--- src/rtl/spi_request_arbiter.sv ---
// Round-robin arbiter sharing one SPI master engine between N_REQ requesters.
// Runs full/half-duplex bursts per grant and enforces an SS-high gap between grants.
module spi_request_arbiter #(
  parameter int unsigned N_REQ      = 4,
  parameter int unsigned DATA_W     = 8,
  parameter int unsigned LEN_W      = 8,
  parameter int unsigned GAP_CYCLES = 4
) (
  input  logic                      clk,
  input  logic                      reset,
  input  logic [N_REQ-1:0]          req,
  input  logic [N_REQ-1:0]          req_mode,
  input  logic [N_REQ*LEN_W-1:0]    req_len,
  input  logic [N_REQ*DATA_W-1:0]   req_tx_data,
  output logic [N_REQ-1:0]          gnt,
  output logic [N_REQ-1:0]          tx_pop,
  output logic [N_REQ-1:0]          rx_valid,
  output logic [DATA_W-1:0]         rx_data,
  output logic [N_REQ-1:0]          done,
  output logic                      aborted,
  output logic                      spi_go,
  output logic                      spi_mode,
  output logic [DATA_W-1:0]         spi_tx_data,
  input  logic                      spi_word_done,
  input  logic [DATA_W-1:0]         spi_rx_data,
  output logic [N_REQ-1:0]          slave_sel_n
);

  localparam int unsigned IDX_W = (N_REQ > 1) ? $clog2(N_REQ) : 1;
  localparam int unsigned GAP_W = $clog2(GAP_CYCLES + 1);

  typedef enum logic [1:0] {S_IDLE, S_ARB, S_RUN, S_GAP} state_t;

  state_t              r_state, w_state_next;
  logic [IDX_W-1:0]    r_ptr, n_ptr, r_idx, n_idx;
  logic [LEN_W-1:0]    r_last, n_last, r_cnt, n_cnt;
  logic                r_phase, n_phase, r_abort, n_abort;
  logic [GAP_W-1:0]    r_gap, n_gap;
  logic [N_REQ-1:0]    r_gnt, n_gnt, r_tx_pop, n_tx_pop, r_rx_valid, n_rx_valid;
  logic [N_REQ-1:0]    r_done, n_done, r_ss_n, n_ss_n;
  logic [DATA_W-1:0]   r_rx_data, n_rx_data;
  logic                r_aborted, n_aborted, r_spi_go, n_spi_go, r_mode, n_mode;

  logic                w_found;
  logic [IDX_W-1:0]    w_pick;
  logic [N_REQ-1:0]    w_pick_oh;
  logic [LEN_W-1:0]    w_sel_len;
  logic                w_complete, w_last, w_drop;
  logic [DATA_W-1:0]   w_tx_mux;

  // First requester at or after the round-robin pointer, wrapping around.
  always_comb begin
    w_found = 1'b0;
    w_pick  = '0;
    for (int unsigned j = 0; j < N_REQ; j++) begin
      if (!w_found && req[(32'(r_ptr) + j) % N_REQ]) begin
        w_found = 1'b1;
        w_pick  = IDX_W'((32'(r_ptr) + j) % N_REQ);
      end
    end
  end

  always_comb begin
    w_tx_mux = '0;
    for (int unsigned i = 0; i < N_REQ; i++) begin
      if (r_gnt[i]) w_tx_mux = req_tx_data[i*DATA_W +: DATA_W];
    end
  end

  assign w_pick_oh  = N_REQ'(1) << w_pick;
  assign w_sel_len  = req_len[32'(w_pick)*LEN_W +: LEN_W];
  assign w_complete = (r_state == S_RUN) && spi_word_done && (!r_mode || r_phase);
  assign w_last     = (r_cnt == r_last);
  assign w_drop     = r_abort || !req[r_idx];

  always_ff @(posedge clk) begin
    if (!reset) begin
      r_state    <= S_IDLE;
      r_ptr      <= '0;
      r_idx      <= '0;
      r_last     <= '0;
      r_cnt      <= '0;
      r_phase    <= 1'b0;
      r_abort    <= 1'b0;
      r_gap      <= '0;
      r_gnt      <= '0;
      r_tx_pop   <= '0;
      r_rx_valid <= '0;
      r_rx_data  <= '0;
      r_done     <= '0;
      r_aborted  <= 1'b0;
      r_spi_go   <= 1'b0;
      r_mode     <= 1'b0;
      r_ss_n     <= '1;
    end else begin
      r_state    <= w_state_next;
      r_ptr      <= n_ptr;
      r_idx      <= n_idx;
      r_last     <= n_last;
      r_cnt      <= n_cnt;
      r_phase    <= n_phase;
      r_abort    <= n_abort;
      r_gap      <= n_gap;
      r_gnt      <= n_gnt;
      r_tx_pop   <= n_tx_pop;
      r_rx_valid <= n_rx_valid;
      r_rx_data  <= n_rx_data;
      r_done     <= n_done;
      r_aborted  <= n_aborted;
      r_spi_go   <= n_spi_go;
      r_mode     <= n_mode;
      r_ss_n     <= n_ss_n;
    end
  end

  always_comb begin
    w_state_next = r_state;
    case (r_state)
      S_IDLE:  if (|req) w_state_next = S_ARB;
      S_ARB:   w_state_next = w_found ? S_RUN : S_IDLE;
      S_RUN:   if (w_complete && (w_last || w_drop)) w_state_next = S_GAP;
      S_GAP:   if (r_gap == GAP_W'(GAP_CYCLES - 1)) w_state_next = S_IDLE;
      default: w_state_next = S_IDLE;
    endcase
  end

  // Next values of every registered output and datapath register.
  always_comb begin
    n_ptr      = r_ptr;
    n_idx      = r_idx;
    n_last     = r_last;
    n_cnt      = r_cnt;
    n_phase    = r_phase;
    n_abort    = r_abort;
    n_gap      = r_gap;
    n_gnt      = r_gnt;
    n_tx_pop   = '0;
    n_rx_valid = '0;
    n_rx_data  = r_rx_data;
    n_done     = '0;
    n_aborted  = 1'b0;
    n_spi_go   = r_spi_go;
    n_mode     = r_mode;
    n_ss_n     = r_ss_n;
    case (r_state)
      S_ARB: begin
        if (w_found) begin
          n_idx    = w_pick;
          n_gnt    = w_pick_oh;
          n_ss_n   = ~w_pick_oh;
          n_mode   = req_mode[w_pick];
          n_last   = (w_sel_len == '0) ? '0 : w_sel_len - LEN_W'(1);
          n_cnt    = '0;
          n_phase  = 1'b0;
          n_abort  = 1'b0;
          n_spi_go = 1'b1;
        end
      end
      S_RUN: begin
        if (!req[r_idx]) n_abort = 1'b1;
        if (spi_word_done) begin
          if (r_mode && !r_phase) begin
            n_tx_pop[r_idx] = 1'b1;
            n_phase         = 1'b1;
          end else begin
            n_rx_data         = spi_rx_data;
            n_rx_valid[r_idx] = 1'b1;
            n_phase           = 1'b0;
            n_cnt             = r_cnt + LEN_W'(1);
            if (w_last || w_drop) begin
              n_done[r_idx] = 1'b1;
              n_aborted     = !w_last;
              n_spi_go      = 1'b0;
              n_gnt         = '0;
              n_ss_n        = '1;
              n_gap         = '0;
              n_ptr         = (r_idx == IDX_W'(N_REQ - 1)) ? '0 : r_idx + IDX_W'(1);
            end else if (!r_mode) begin
              n_tx_pop[r_idx] = 1'b1;
            end
          end
        end
      end
      S_GAP:   n_gap = r_gap + GAP_W'(1);
      default: ;
    endcase
  end

  assign gnt         = r_gnt;
  assign tx_pop      = r_tx_pop;
  assign rx_valid    = r_rx_valid;
  assign rx_data     = r_rx_data;
  assign done        = r_done;
  assign aborted     = r_aborted;
  assign spi_go      = r_spi_go;
  assign spi_mode    = r_mode;
  assign slave_sel_n = r_ss_n;
  assign spi_tx_data = w_tx_mux;

endmodule

--- config.mk ---
export PLATFORM = sky130hd
export DESIGN_NAME = spi_request_arbiter
export DESIGN_NICKNAME = d
export VERILOG_FILES = /design/src/rtl/spi_request_arbiter.sv
export SDC_FILE = /design/constraint.sdc
export NUM_CORES = 1
export LEC_CHECK = 0
export CORE_MARGIN = 4
export CORE_UTILIZATION = 44
export DETAILED_ROUTE_END_ITERATION = 6
export HOLD_SLACK_MARGIN = 0.1
export PLACE_DENSITY = 0.8
export SLEW_MARGIN = 10
export SYNTH_ARGS = -nofsm -noshare
export SYNTH_HDL_FRONTEND = slang
export SYNTH_SLANG_ARGS = --single-unit
--- constraint.sdc ---
create_clock -name clk -period 3.79 [get_ports clk]
set_input_delay 0.379 -clock clk [delete_from_list [all_inputs] [get_ports clk]]
set_output_delay 0.379 -clock clk [all_outputs]
set_load 0.02 [all_outputs]
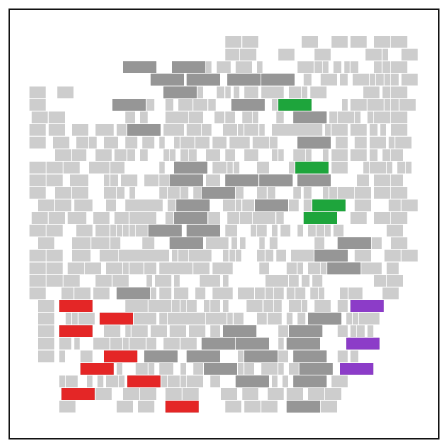
flops_by_reg.png
Other sequential cells in the stronger gray, the rest of the logic in the fainter gray.
[`rx_data`] red | placed flops: 8 | where: bottom left
[`slave_sel_n`] green | placed flops: 4
[`r_gap`] purple | placed flops: 3
Seq/total area: 25.3%
sequential cell area: 1160 um2
fin util: 66.9%
Seq power: 0.000674 W

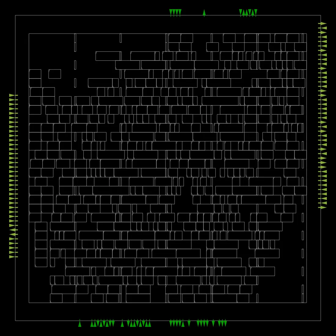
placement.png
Fill cells: 570
Core Area: 6870 um2
Final Non-Filler Cells: 587
seq_cells: 58
Site Rows: 30

==> flow_summary.ini <==
; physical design summary
[yosys]
async_flop_share_pct = 0
top_cells_by_count = 58 x dfxtp_1, 52 x nand2_1, 33 x nor2_1, 22 x o21ai_0, 18 x a21oi_1
synthesis.nets = 464
ys_warn_count = 0
ys_area_um2 = 3150
synth_top_area_share_pct = 36.9

[route]
dr_wl_met2_mm = 4.19
top_layer = met4

[timing]
min_period_ns = 3.06
relSlewSlack_pct = 36.3

[final_layout]
layout_top_cell = clkdlybuf4s50_1
final_net_count = 577
diodes = 0

[setup_path]
rr_worst_depth = 10
critPathCapture = r_last[1]
reg2reg_slack_ns = 0.95
startpoint_type = input port
r2r-end = r_last[1]
crit_arrival_ns = 3.27
required_ns = 4.00
crit_path_start = req[0]

[clock_network]
clk_pin_slew_ns = 0.07
htreeDepth = 3
cts_tree = yes
clock_path_buffers = 2

[run_status]
status = completed

[placement]
gp_congestion = 0.804

[grt]
grt_pass1_vias = 3052
grt_max_degree = 27
antenna_found_initial = 0

[worst_hold_path]
min_delay_worst_endpoint = rx_data[3]
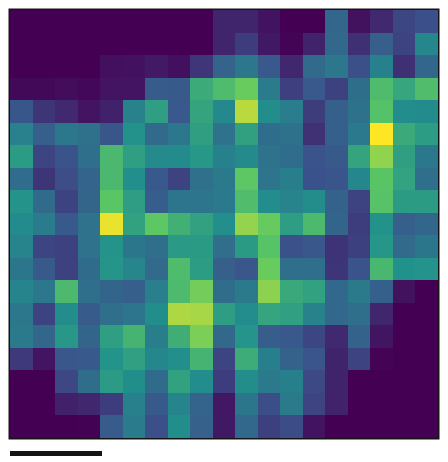
metal_density.png
Bar = 20 um. The die is cut into 19 by 19 equal tiles; dark purple is low, yellow is high, scaled to the fullest tile. Values are wire area over tile area, all layers added.
nearly empty tiles: 15%
densest ninth of the die: middle
tiles over half the peak: 22%
fullest tile: 0.48
mean over tiles: 0.16
WL/cell: 14.3 um
DR vias: 2,995
gr usage total: 19.5%
Post-Route WL: 8.37 mm

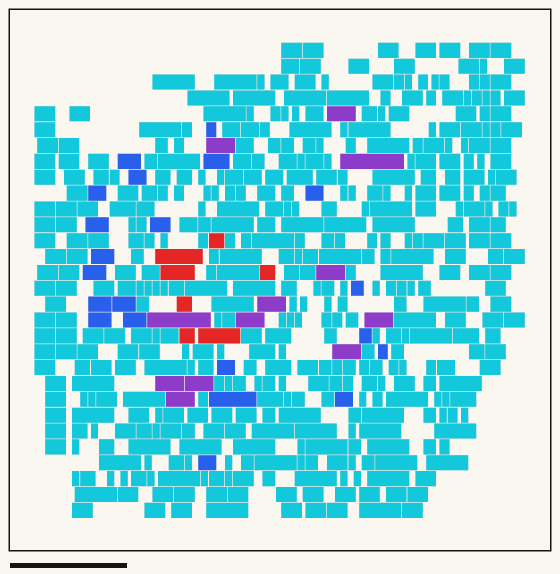
sizes.png
Bar = 20 um.
[_0 and _1 cells] cyan | cells: 451 | most used: clkdlybuf4s50_1
[_3 and _4 cells] red | cells: 7 | most used: buf_4
[_2 cells] blue | cells: 21 | most used: mux2_2
[_6 and larger] purple | cells: 12 | most used: clkbuf_8
final worst setup slack: 0.727 ns
Design Area, Final: 4590 um2

worst max-delay path, stage by stage:
cell and delay [ns]:
clkdlybuf4s50_1 0.53, a21oi_2 0.22, o21ai_2 0.07, o2bb2a_4 0.31, mux2i_1 0.20, mux2_2 0.21, ha_1 0.22, nand2b_2 0.07
o22ai_1 0.32, or3b_1 0.51, a22oi_2 0.17, nor2b_1 0.06
per-stage QoR:
stage               worst slack [ns]  area, um2  total power (W)  hold WS [ns]  utilization, %
detailed placement             0.425       4380          0.00111         0.462            63.7
CTS                            0.773       4590          0.00173         0.472            66.9
floorplan                       1.11       3150         0.000933         0.443               -
global route                   0.571       4590          0.00181         0.487            66.9
finish                         0.727       4590          0.00172         0.472            66.9
global placement               0.618       4380          0.00110         0.453            63.7
where the power goes:
group	total, W	internal, W	leakage [nW]	switching, W
clock	0.000623	0.000386	0.109	0.000237
combinational	0.000426	0.000219	1.09	0.000207
sequential	0.000674	0.000642	0.470	0.0000314
total	0.00172	0.00125	1.67	0.000475
per-layer routing:
| metal | vias up | global-route usage (%) |
|---|---|---|
| li1 | 1513 | - |
| met1 | 1374 | 22.2 |
| met2 | 104 | 35.7 |
| met3 | 4 | 5.28 |
| met4 | 0 | 5.20 |
| met5 | - | 0 |
area by class of cell:
class / count / area (um2) / share of cell area (%)
multi-input combinational: 284 / 1830 / 39.8
timing repair buffer: 124 / 1230 / 26.9
sequential: 58 / 1160 / 25.3
clock buffer: 11 / 141 / 3.08
tap: 96 / 120 / 2.61
clock inverter: 5 / 77.6 / 1.69
inverter: 9 / 33.8 / 0.735
cell families (layout without fill, tap and decap cells):
kind of cell	after synthesis	after routing
DFF	58	58
AOI/OAI and AO/OA	79	79
muxes	27	27
buffers and inverters	31	149
adders and majority gates	8	8
xor gates and xnor gates	18	18
and+or+nand+nor	152	152
Power is estimated from default activity; no workload was simulated.
